## src/rtl/fixed_pkg.sv

```systemverilog
// Shared definitions for the sign-magnitude fixed-point arithmetic blocks.
// This package covers the word format, the magnitude limit and the divider FSM states.
package fixed_pkg;
  localparam int INT_BITS_DEF  = 8;
  localparam int FRAC_BITS_DEF = 8;
  localparam int W = 1 + INT_BITS_DEF + FRAC_BITS_DEF;
  localparam int N = INT_BITS_DEF + 2 * FRAC_BITS_DEF;
  localparam logic [W-2:0] MAG_MAX = '1;

  typedef enum logic [1:0] {
    IDLE,
    RUN,
    DONE
  } state_t;
endpackage

```

## src/rtl/fixed_div_step.sv

```systemverilog
// One restoring-division iteration: shift in a dividend bit, trial-subtract the divisor.
module fixed_div_step #(
  parameter int MW = 16
) (
  input  logic [MW-1:0] rem,
  input  logic          d_bit,
  input  logic [MW-1:0] mb,
  output logic [MW-1:0] rem_next,
  output logic          q_bit
);
  logic [MW:0] shifted;
  logic [MW:0] diff;

  assign shifted = {rem, d_bit};
  assign diff    = shifted - {1'b0, mb};
  assign q_bit   = (shifted >= {1'b0, mb});
  // The remainder stays below mb, so the kept value always fits in MW bits.
  assign rem_next = q_bit ? MW'(diff) : MW'(shifted);
endmodule

```

## src/rtl/fixed_div.sv

```systemverilog
// Sequential sign-magnitude fixed-point divider: ab = a / b.
// Fixed latency, one quotient bit per cycle, and saturation on overflow or divide by zero.
module fixed_div
  import fixed_pkg::*;
#(
  parameter int INT_BITS  = INT_BITS_DEF,
  parameter int FRAC_BITS = FRAC_BITS_DEF
) (
  input  logic                            clk,
  input  logic                            rst_n,
  input  logic                            start,
  input  logic [INT_BITS+FRAC_BITS:0]     a,
  input  logic [INT_BITS+FRAC_BITS:0]     b,
  output logic                            busy,
  output logic                            valid,
  output logic [INT_BITS+FRAC_BITS:0]     ab,
  output logic                            clip_int,
  output logic                            clip_frac,
  output logic                            div_zero
);
  localparam int MW = INT_BITS + FRAC_BITS;
  localparam int NL = INT_BITS + 2 * FRAC_BITS;
  localparam int CW = $clog2(NL);

  state_t          state_reg, state_next;
  logic [CW-1:0]   cnt_reg;
  logic [NL-1:0]   dvd_reg;
  logic [NL-1:0]   quo_reg;
  logic [MW-1:0]   rem_reg;
  logic [MW-1:0]   mb_reg;
  logic            sign_reg;

  logic [MW-1:0]   rem_next;
  logic            q_bit;
  logic            res_dz;
  logic            res_ovf;
  logic [MW-1:0]   res_mag;
  logic            res_sign;

  fixed_div_step #(.MW(MW)) u_step (
    .rem      (rem_reg),
    .d_bit    (dvd_reg[NL-1]),
    .mb       (mb_reg),
    .rem_next (rem_next),
    .q_bit    (q_bit)
  );

  always_ff @(posedge clk or negedge rst_n) begin
    if (!rst_n) state_reg <= IDLE;
    else        state_reg <= state_next;
  end

  always_comb begin
    state_next = state_reg;
    case (state_reg)
      IDLE:    if (start) state_next = RUN;
      RUN:     if (cnt_reg == '0) state_next = DONE;
      DONE:    state_next = IDLE;
      default: state_next = IDLE;
    endcase
  end

  always_comb begin
    busy = (state_reg != IDLE);
  end

  // The result is formed from the final quotient and remainder while in DONE.
  always_comb begin
    res_dz   = (mb_reg == '0);
    res_ovf  = |quo_reg[NL-1:MW];
    res_mag  = (res_dz || res_ovf) ? '1 : quo_reg[MW-1:0];
    res_sign = sign_reg & (|res_mag);
  end

  always_ff @(posedge clk or negedge rst_n) begin
    if (!rst_n) begin
      cnt_reg  <= '0;
      dvd_reg  <= '0;
      quo_reg  <= '0;
      rem_reg  <= '0;
      mb_reg   <= '0;
      sign_reg <= 1'b0;
    end else begin
      case (state_reg)
        IDLE: if (start) begin
          dvd_reg  <= {a[MW-1:0], {FRAC_BITS{1'b0}}};
          mb_reg   <= b[MW-1:0];
          sign_reg <= a[MW] ^ b[MW];
          rem_reg  <= '0;
          quo_reg  <= '0;
          cnt_reg  <= CW'(NL - 1);
        end
        RUN: begin
          rem_reg <= rem_next;
          quo_reg <= {quo_reg[NL-2:0], q_bit};
          dvd_reg <= {dvd_reg[NL-2:0], 1'b0};
          if (cnt_reg != '0) cnt_reg <= cnt_reg - 1'b1;
        end
        default: ;
      endcase
    end
  end

  always_ff @(posedge clk or negedge rst_n) begin
    if (!rst_n) begin
      valid     <= 1'b0;
      ab        <= '0;
      clip_int  <= 1'b0;
      clip_frac <= 1'b0;
      div_zero  <= 1'b0;
    end else begin
      valid <= (state_reg == DONE);
      if (state_reg == DONE) begin
        ab        <= {res_sign, res_mag};
        clip_int  <= res_dz | res_ovf;
        clip_frac <= ~res_dz & (|rem_reg);
        div_zero  <= res_dz;
      end
    end
  end
endmodule

```

## config.mk

```make
export PLATFORM = sky130hd
export DESIGN_NAME = fixed_div
export DESIGN_NICKNAME = d
export VERILOG_FILES = /design/src/rtl/fixed_pkg.sv /design/src/rtl/fixed_div_step.sv /design/src/rtl/fixed_div.sv
export SDC_FILE = /design/constraint.sdc
export NUM_CORES = 1
export LEC_CHECK = 0
export CORE_ASPECT_RATIO = 1.4
export CORE_MARGIN = 5
export CORE_UTILIZATION = 56
export CTS_CLUSTER_SIZE = 20
export DETAILED_ROUTE_END_ITERATION = 6
export GPL_TIMING_DRIVEN = 0
export PLACE_DENSITY = 0.8
export SKIP_LAST_GASP = 1
export SYNTH_ARGS = -nofsm -noshare
export SYNTH_HDL_FRONTEND = slang
export SYNTH_SLANG_ARGS = --single-unit
```

## constraint.sdc

```tcl
create_clock -name clk -period 3 [get_ports clk]
set_clock_uncertainty 0.05 [all_clocks]
set_input_delay 0.45 -clock clk [delete_from_list [all_inputs] [get_ports clk]]
set_output_delay 0.45 -clock clk [all_outputs]
set_load 0.05 [all_outputs]
```

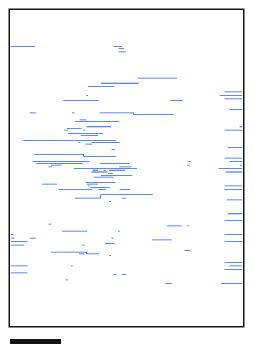
*Signal wires on met3*
Scale bar: 20 um.
71 nets have wire on it. The longest straight run is 35.9 um. The layer carries 667 um of wire. The wires run mostly horizontal.

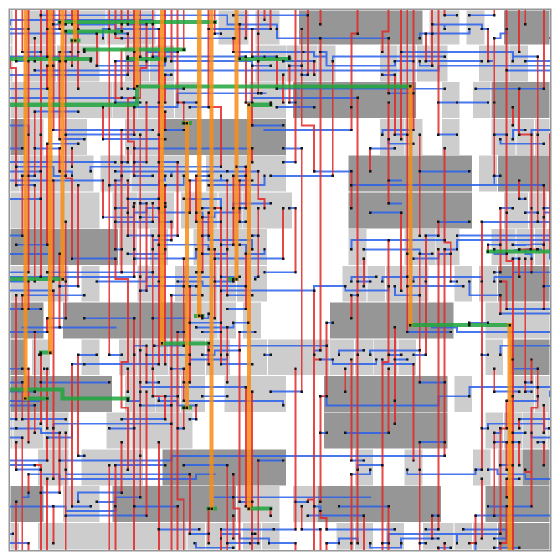
*Zoomed window*
Region (26, 17) to (66, 57) um. Cells in grey, sequential cells in the stronger grey; small squares are vias.
metal 3: shown in green. metal 1: shown in blue. metal 2: shown in red. metal 4: shown in orange.
141 logic cells have their middle in the window. Most frequent: nand2_1 (32), o21ai_0 (15), dfrtp_1 (15). Netlist names of flops here include quo_reg (7), mb_reg (4), rem_reg (3). Sequential cells in the window: 15.

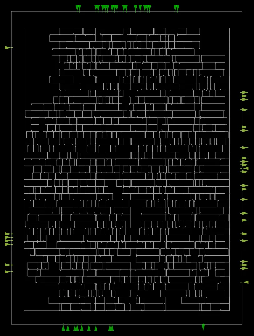
*Cell placement*
Fillers: 742
# Taps: 107
flop count: 101
core area: 9029 um^2
fin cells: 774

==> impl_metrics.toml <==
# flow metrics
[cts]
clock_path_buffers = 2
cts_sinks = 101

[final_timing]
min_period_ns = 2.849
setup_tns_ns = 0

[worst_setup_path]
crit_path_frequent_cell = "a21oi_1"
cp_num_cells = 9
crit_arrival_ns = 3.08
cp_slowest_cell = "or4_1"
reg2reg_depth = 9
worst_setup_path_start_kind = "register"

[pwr]
powerDensity_nw_per_um2 = 1209

[routing]
wl_met3_um = 667
via_count = 4478

[die]
fp-utilization = 0.5705

[run_status]
status = "complete, no violations"

[yosys]
top_cells_by_count = "nand2_1, dfrtp_1, o21ai_0, nor2_1, clkbuf_1"
largest_area_cell = "dfrtp_1"
syn_area_per_cell_um2 = 8.775
ys_ff = 101

[global_routing]
grt_pass1_wl_um = 21300
grt-ovfl-total = 0

[final_layout]
final_area_um2 = 6223
flop_area_um2 = 2527
clock_buffer_count = 11

[place]
dp_hpwl_um = 9649
where the power goes:
group	internal, W	switching (W)
clock network	0.000651	0.000514
registers	0.00184	0.000372
logic	0.00166	0.00248
total	0.00416	0.00337
cell usage in the layout, fill, tap and decap left out, types with 3 or more instances in the layout:
cell type / count
nand2_1: 144
dfrtp_1: 101
clkdlybuf4s50_1: 57
o21ai_0: 50
nor2_1: 38
clkbuf_1: 32
nand3_1: 24
inv_1: 22
a31oi_1: 19
ha_1: 18
nor4_1: 15
o21ai_1: 15
a21oi_1: 14
xnor2_1: 10
clkbuf_16: 9
mux2i_1: 8
nor3_1: 7
nand4_1: 6
xor2_1: 5
a21o_1: 5
and3_1: 5
buf_4: 5
nand2b_1: 4
o31ai_1: 4
o21a_1: 3
or3_1: 3
worst reg2reg max path: cells and delay by family, from the launching register on:
family / cells / cell delay (ns)
AOI/OAI and AO/OA: 4 / 0.85
DFF: 1 / 0.44
adders and majority gates: 2 / 0.67
and+or+nand+nor: 3 / 0.78
how the worst min path moves through the flow:
stage	from	end	slack (ns)	cells after the start
2_1_floorplan	rst_n	ab[0]	0.10	0
3_3_place_gp	clip_frac	clip_frac	0.40	2
3_5_place_dp	rst_n	ab[14]	0.35	1
4_1_cts	ab[10]	ab[10]	0.42	2
5_1_grt	ab[10]	ab[10]	0.44	2
6_report	ab[10]	ab[10]	0.42	2
logic make-up (layout without fill, tap and decap cells):
kind of cell	after synthesis	count (layout)	synth area share
compound gates	129	129	0.1569
xor+xnor	15	15	0.02550
fa+ha+maj	19	19	0.04761
buf+inv	57	137	0.04348
flops	101	101	0.4906
mux	8	8	0.01555
simple gates	258	258	0.2203
repair_timing:
action	CTS	global route
endpoints found under the setup margin	0	13
endpoints found under the hold margin	26	0
setup buffers	0	4
resized	0	0
hold buffers	1	0
Power and IR drop assume default switching activity.
